===== config.mk =====
export PLATFORM = sky130hd
export DESIGN_NAME = rmii_fcs_check
export DESIGN_NICKNAME = d
export VERILOG_FILES = /design/src/rtl/rmii_fcs_check.sv
export SDC_FILE = /design/constraint.sdc
export NUM_CORES = 1
export LEC_CHECK = 0
export CORE_MARGIN = 2
export CORE_UTILIZATION = 40
export CTS_CLUSTER_DIAMETER = 120
export DETAILED_ROUTE_END_ITERATION = 8
export PLACE_DENSITY = 0.61
export SYNTH_ARGS = -nofsm -noshare
export SYNTH_HDL_FRONTEND = slang
export SYNTH_SLANG_ARGS = --single-unit

===== constraint.sdc =====
create_clock -name clk -period 2.54 [get_ports clk]
set_clock_uncertainty 0.2 [all_clocks]
set_input_delay 0.762 -clock clk [delete_from_list [all_inputs] [get_ports clk]]
set_output_delay 0.762 -clock clk [all_outputs]
set_load 0.005 [all_outputs]

===== src/rtl/rmii_fcs_check.sv =====
// rtl/rmii_fcs_check.sv - CRC-32/length/address-sequence verdict over RMII receive buffer writes (optional FCS_STATS_EN verdict counters)
module rmii_fcs_check #(
    parameter int L       = 10,
    parameter int MIN_LEN = 64,
    parameter int MAX_LEN = 1518
) (
    input  logic         rst,
    input  logic         clk,
    input  logic [L-1:0] offset,
    input  logic [L-1:0] addr,
    input  logic [7:0]   wdata,
    input  logic         we,
    input  logic         rdy,
    output logic         busy,
    output logic         done,
    output logic         good,
    output logic         crc_err,
    output logic         len_err,
    output logic         seq_err,
`ifdef FCS_STATS_EN
    input  logic         clr_stats,
    output logic [15:0]  cnt_good,
    output logic [15:0]  cnt_bad,
`endif
    output logic [L-1:0] frame_len
);

    localparam logic [31:0]  CRC_POLY    = 32'hEDB88320;
    localparam logic [31:0]  CRC_INIT    = 32'hFFFFFFFF;
    localparam logic [31:0]  CRC_RESIDUE = 32'hDEBB20E3;
    localparam logic [L-1:0] ONE         = {{(L-1){1'b0}}, 1'b1};
    localparam logic [L-1:0] MIN_L       = MIN_LEN[L-1:0];
    localparam logic [L-1:0] MAX_L       = MAX_LEN[L-1:0];

    typedef enum logic [1:0] {
        S_IDLE  = 2'd0,
        S_DATA  = 2'd1,
        S_CHECK = 2'd2
    } state_t;

    state_t       state, state_nxt;
    logic [31:0]  crc, crc_nxt;
    logic [L-1:0] byte_cnt, byte_cnt_nxt;
    logic [L-1:0] exp_addr, exp_addr_nxt;
    logic         seq_flag, seq_flag_nxt;
    logic         verdict_frame;
    logic         verdict_empty;
    logic         start_wr;

    // Reflected CRC-32, LSB of the byte first, eight bit-steps unrolled
    function automatic logic [31:0] crc_fold(input logic [31:0] c, input logic [7:0] d);
        logic [31:0] r;
        r = c;
        for (int i = 0; i < 8; i++) begin
            r = (r >> 1) ^ ((r[0] ^ d[i]) ? CRC_POLY : 32'h0);
        end
        return r;
    endfunction

    // A write at or past the preamble offset can open a new frame
    assign start_wr = we && (addr >= offset);

    assign busy = (state != S_IDLE);

    // State register
    always_ff @(posedge clk or posedge rst) begin
        if (rst) begin
            state <= S_IDLE;
        end else begin
            state <= state_nxt;
        end
    end

    // Next state, accumulator updates and verdict requests
    always_comb begin
        state_nxt     = state;
        crc_nxt       = crc;
        byte_cnt_nxt  = byte_cnt;
        exp_addr_nxt  = exp_addr;
        seq_flag_nxt  = seq_flag;
        verdict_frame = 1'b0;
        verdict_empty = 1'b0;
        case (state)
            S_IDLE: begin
                if (start_wr) begin
                    crc_nxt      = crc_fold(CRC_INIT, wdata);
                    byte_cnt_nxt = ONE;
                    exp_addr_nxt = addr + ONE;
                    seq_flag_nxt = 1'b0;
                    state_nxt    = rdy ? S_CHECK : S_DATA;
                end else if (rdy) begin
                    verdict_empty = 1'b1;
                end
            end
            S_DATA: begin
                if (we) begin
                    crc_nxt = crc_fold(crc, wdata);
                    if (byte_cnt != '1) begin
                        byte_cnt_nxt = byte_cnt + ONE;
                    end
                    if (addr != exp_addr) begin
                        seq_flag_nxt = 1'b1;
                    end
                    exp_addr_nxt = addr + ONE;
                end
                if (rdy) begin
                    state_nxt = S_CHECK;
                end
            end
            S_CHECK: begin
                verdict_frame = 1'b1;
                // The next frame may already be starting; do not drop its first byte
                if (start_wr) begin
                    crc_nxt      = crc_fold(CRC_INIT, wdata);
                    byte_cnt_nxt = ONE;
                    exp_addr_nxt = addr + ONE;
                    seq_flag_nxt = 1'b0;
                    state_nxt    = S_DATA;
                end else begin
                    state_nxt    = S_IDLE;
                end
            end
            default: begin
                state_nxt = S_IDLE;
            end
        endcase
    end

    // Frame accumulators
    always_ff @(posedge clk or posedge rst) begin
        if (rst) begin
            crc      <= CRC_INIT;
            byte_cnt <= '0;
            exp_addr <= '0;
            seq_flag <= 1'b0;
        end else begin
            crc      <= crc_nxt;
            byte_cnt <= byte_cnt_nxt;
            exp_addr <= exp_addr_nxt;
            seq_flag <= seq_flag_nxt;
        end
    end

    // Verdict registers; flags hold between strobes, frame_len until the next verdict
    always_ff @(posedge clk or posedge rst) begin
        if (rst) begin
            done      <= 1'b0;
            good      <= 1'b0;
            crc_err   <= 1'b0;
            len_err   <= 1'b0;
            seq_err   <= 1'b0;
            frame_len <= '0;
        end else begin
            done <= verdict_frame | verdict_empty;
            if (verdict_frame) begin
                frame_len <= byte_cnt;
                crc_err   <= (crc != CRC_RESIDUE);
                len_err   <= (byte_cnt < MIN_L) || (byte_cnt > MAX_L);
                seq_err   <= seq_flag;
                good      <= (crc == CRC_RESIDUE) && (byte_cnt >= MIN_L) &&
                             (byte_cnt <= MAX_L) && !seq_flag;
            end else if (verdict_empty) begin
                frame_len <= '0;
                crc_err   <= 1'b1;
                len_err   <= 1'b1;
                seq_err   <= 1'b0;
                good      <= 1'b0;
            end
        end
    end

`ifdef FCS_STATS_EN
    // Saturating good/bad verdict counters; clear beats a same-cycle increment
    always_ff @(posedge clk or posedge rst) begin
        if (rst) begin
            cnt_good <= 16'h0;
            cnt_bad  <= 16'h0;
        end else if (clr_stats) begin
            cnt_good <= 16'h0;
            cnt_bad  <= 16'h0;
        end else if (done) begin
            if (good) begin
                if (cnt_good != 16'hFFFF) cnt_good <= cnt_good + 16'h1;
            end else begin
                if (cnt_bad != 16'hFFFF) cnt_bad <= cnt_bad + 16'h1;
            end
        end
    end
`endif

endmodule


==> notes.md <==
Physical implementation status

Sequential cells placed in the final layout were counted as 70. Setup repair after global routing could not meet its margin everywhere. By instance count after routing, the leading logic cell type is sky130_fd_sc_hd__xnor2_1. Port buffering added 47 buffers. The area inside the core boundary stands at between 0.01 and 0.015 sq mm. For the finished layout, the period the worst path requires is ~2.8 ns.

The number of ports placed on the die boundary stands at 48. The global routing stage identified its most utilized layer as met2. The worst hold slack after final layout stands at 0.275 ns.

Along the worst path, the maximum fanout reaches 6. The cell sitting at the root of the clock tree is a sky130_fd_sc_hd__clkbuf_16. OpenSTA, run right after detailed placement, puts the worst setup slack at -0.974 ns. The run finished, with violations left. The layout inverter count without the clock tree stands at 18.

The combinational gate area stands at 0.00353 sq mm. The slew at the pin closest to its max-slew limit stands at around 0.9 ns. The script extracted a net switching power of 3.39 mW. The die is 117 microns tall. The total internal power stands at ~5.4 mW.

Once placement completed, the tool counted placed cells totaling 783. The final reports fail on negative setup slack. After layout, the worst path uses 109% of the clock period. The post-synthesis instance area stands at 0.00508 sq mm. The number of global-route vias before repair is 4135. The count of cells in the finished layout, fillers not included, comes to just over 800. For the final routed database, the setup TNS stands at -10.49 ns. Power attributed to combinational cells is 5.28 mW.

On the critical path the data arrives at around 2.8 ns. The clock net sink count stands at 70. The worst path setup slack after routing stands at -0.240 ns. The net total in the final layout stands at 683.

The number of multi-input logic gates stands at ~400. The final setup violation count stands at 68. The overall die width stands at 117 microns. The post-synth net total stands at about 570.

The fraction of cell area in sequential cells is reported as 24.7%. The filler cell count in the final layout stands at between 1000 and 1500. The worst setup path is launched from an input pin. The length of routed met2 wiring stands at 6510 microns. Per report_power, the sequential group accounts for 24.8% of the total. Per the run report, area growth between synthesis and finish was 42.4%. In the setup report, the worst path falls into the class in2reg. Global routing finished with a remaining overflow of 0. Once the clock tree was built, the setup fixing pass inserted 12 buffers. In the layout the commonest cells are 86 x sky130_fd_sc_hd__xnor2_1, 71 x sky130_fd_sc_hd__buf_4, 39 x sky130_fd_sc_hd__xor2_1.

The synthesized netlist contains approximately 53 unique library cells. The warning total across the stage logs stands at 30. Per the synth stats, the proportion of register bits with asynchronous set or reset is 100%.

Timing would allow up to 0.360 GHz. The combined flip-flop and latch cell area stands at 0.00179 sq mm. Per the summary, power density relative to cell area is 1220 mW/mm^2.

The largest net degree at the start of global routing stands at 48. The final layout report lists a non-clock buffer count of 138. The number of synthesis warnings stands at 0.

The completed layout was analyzed and its total power is roughly 9 mW. The number of buffers inserted for hold repair after clock tree synthesis stands at 0. The count of cells along the worst hold path stands at 2. The placed instances occupy a cell area of roughly 0.0062 sq mm. The number of buffers inserted during clock tree synthesis stands at 9. The clock network power reported by the tool is 1.36 mW. The sequential power stands at ~2.2 mW. After detailed routing, the total wire length is ~13000 microns.
[registers in the layout (all words and copies together), names as in the netlist]
name,flops
crc_err,1
state,2
seq_flag,1
done,1
crc,32
exp_addr,10
seq_err,1
len_err,1
byte_cnt,10
frame_len,10
good,1
[critical path: stages]
cell	delay (ns)
sky130_fd_sc_hd__buf_6	0.10
sky130_fd_sc_hd__inv_4	0.04
sky130_fd_sc_hd__ha_4	0.19
sky130_fd_sc_hd__a21o_1	0.15
sky130_fd_sc_hd__a221o_1	0.30
sky130_fd_sc_hd__a221o_2	0.46
sky130_fd_sc_hd__o211ai_4	0.30
sky130_fd_sc_hd__buf_12	0.18
sky130_fd_sc_hd__mux2_4	0.30
[synth_stat cells, types with 3 or more instances]
library cell	instances	share of area [%]
sky130_fd_sc_hd__nand2b_1	5	0.62
sky130_fd_sc_hd__o31ai_1	4	0.59
sky130_fd_sc_hd__a21oi_1	29	2.9
sky130_fd_sc_hd__buf_2	8	0.79
sky130_fd_sc_hd__clkbuf_1	9	0.66
sky130_fd_sc_hd__xnor2_4	3	1.6
sky130_fd_sc_hd__nor2_1	24	1.8
sky130_fd_sc_hd__ha_1	13	3.2
sky130_fd_sc_hd__xor2_1	39	6.7
sky130_fd_sc_hd__buf_4	11	1.6
sky130_fd_sc_hd__dfstp_2	32	17
sky130_fd_sc_hd__a21o_1	4	0.59
sky130_fd_sc_hd__inv_1	18	1.3
sky130_fd_sc_hd__dfrtp_1	38	19
sky130_fd_sc_hd__nand2_1	58	4.3
sky130_fd_sc_hd__or3_1	4	0.49
sky130_fd_sc_hd__buf_6	4	0.89
sky130_fd_sc_hd__nor4_1	5	0.62
sky130_fd_sc_hd__nand3_1	7	0.69
sky130_fd_sc_hd__or4_1	3	0.44
sky130_fd_sc_hd__nand4_1	7	0.86
sky130_fd_sc_hd__o21ai_1	4	0.39
sky130_fd_sc_hd__xor3_1	5	2.3
sky130_fd_sc_hd__xor2_4	4	2.2
sky130_fd_sc_hd__o21ai_0	41	4.0
sky130_fd_sc_hd__and3_1	3	0.37
sky130_fd_sc_hd__a22o_1	11	1.9
sky130_fd_sc_hd__nand4b_1	3	0.52
sky130_fd_sc_hd__xnor2_2	3	0.96
sky130_fd_sc_hd__xnor2_1	91	16
sky130_fd_sc_hd__nor3_1	5	0.49
[final timing paths]
kind / start / end
max in group asynchronous: rst / crc[16]$_DFFE_PP1P_
worst max register to register: crc[4]$_DFFE_PP1P_ / crc[24]$_DFFE_PP1P_
worst min-delay path: crc[22]$_DFFE_PP1P_ / crc[22]$_DFFE_PP1P_
worst min register to register: crc[22]$_DFFE_PP1P_ / crc[22]$_DFFE_PP1P_
worst max-delay path: offset[4] / exp_addr[1]$_DFFE_PP0P_
min in group asynchronous: rst / byte_cnt[2]$_DFFE_PP0P_
[kinds of logic after synthesis]
group / after synthesis / synth area share [%]
xor gates and xnor gates: 147 / 30.2
and+or+nand+nor: 130 / 12.1
AOI/OAI and AO/OA: 106 / 12.7
DFF: 70 / 35.2
buffers and inverters: 54 / 5.63
adders and majority gates: 13 / 3.20
muxes: 4 / 0.837
Figure 1. Routing congestion.
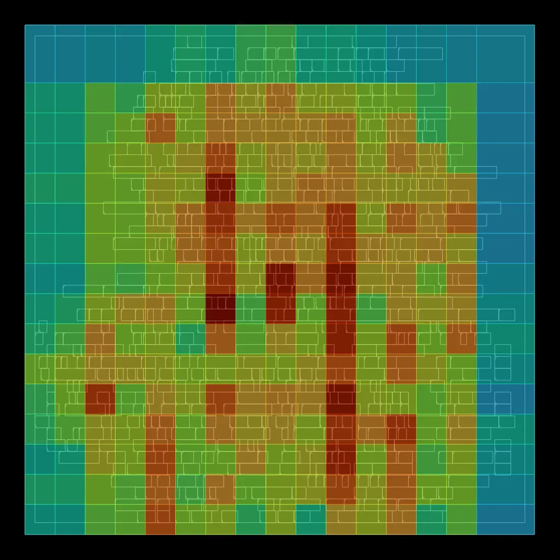
global-route track usage on met2: 33.0%
total routing resource utilization after global routing: 20.4%
final standard cell utilization of the core: 57.9%
met1 track demand over resource in global routing: 28.5%
routed len/inst: 16.4 microns

Figure 2. A small window of the routed layout.
Scale bar: 10 microns. Region (68, 9) to (108, 49) microns. Cells in grey, sequential cells in the stronger grey; small squares are vias.
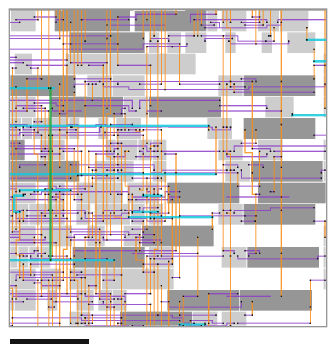
- cyan: M3
- purple: M1
- orange: M2
- green: M4
- sequential cells in the window: 19
- most frequent: dfrtp_1 (17), a22o_1 (10), inv_1 (6)
- netlist names of flops here include: `frame_len` (8), `byte_cnt` (7), `crc` (2)
- cells with their middle in the window: 89

Figure 3. Met1 routing.
Scale bar: 20 microns. Supply wires on this layer in grey.
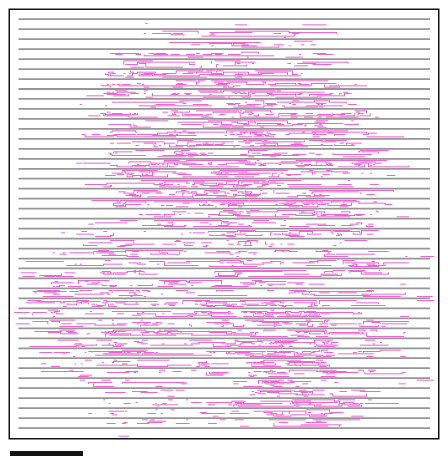
- share of all routed wire: 46%
- wire length on this layer: 6100 microns

Figure 4. Gate-type map.
Scale bar: 20 microns.
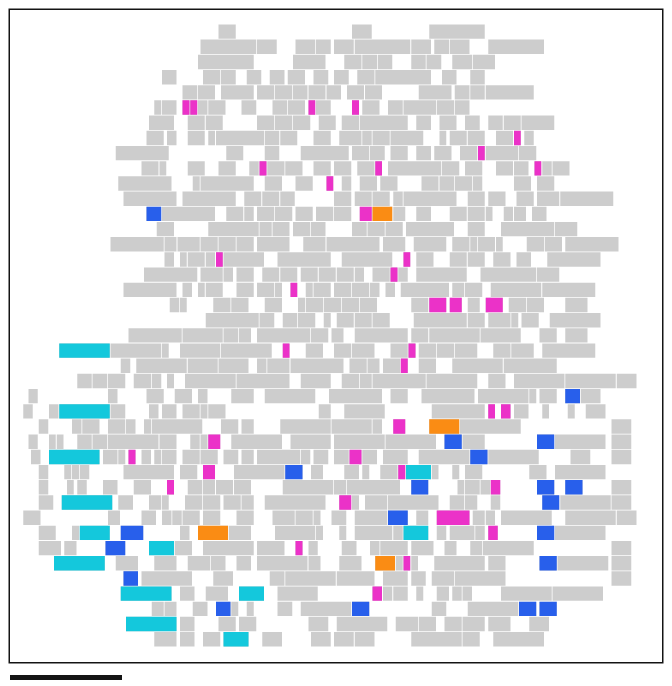
- blue: non-inverting ao/oa cells (cells 20)
- orange: mux cells (cells 4)
- cyan: fa/ha/maj cells (cells 13)
- magenta: nor cells (cells 37)

No activity file was given, so power comes from the tool's default toggle rates.
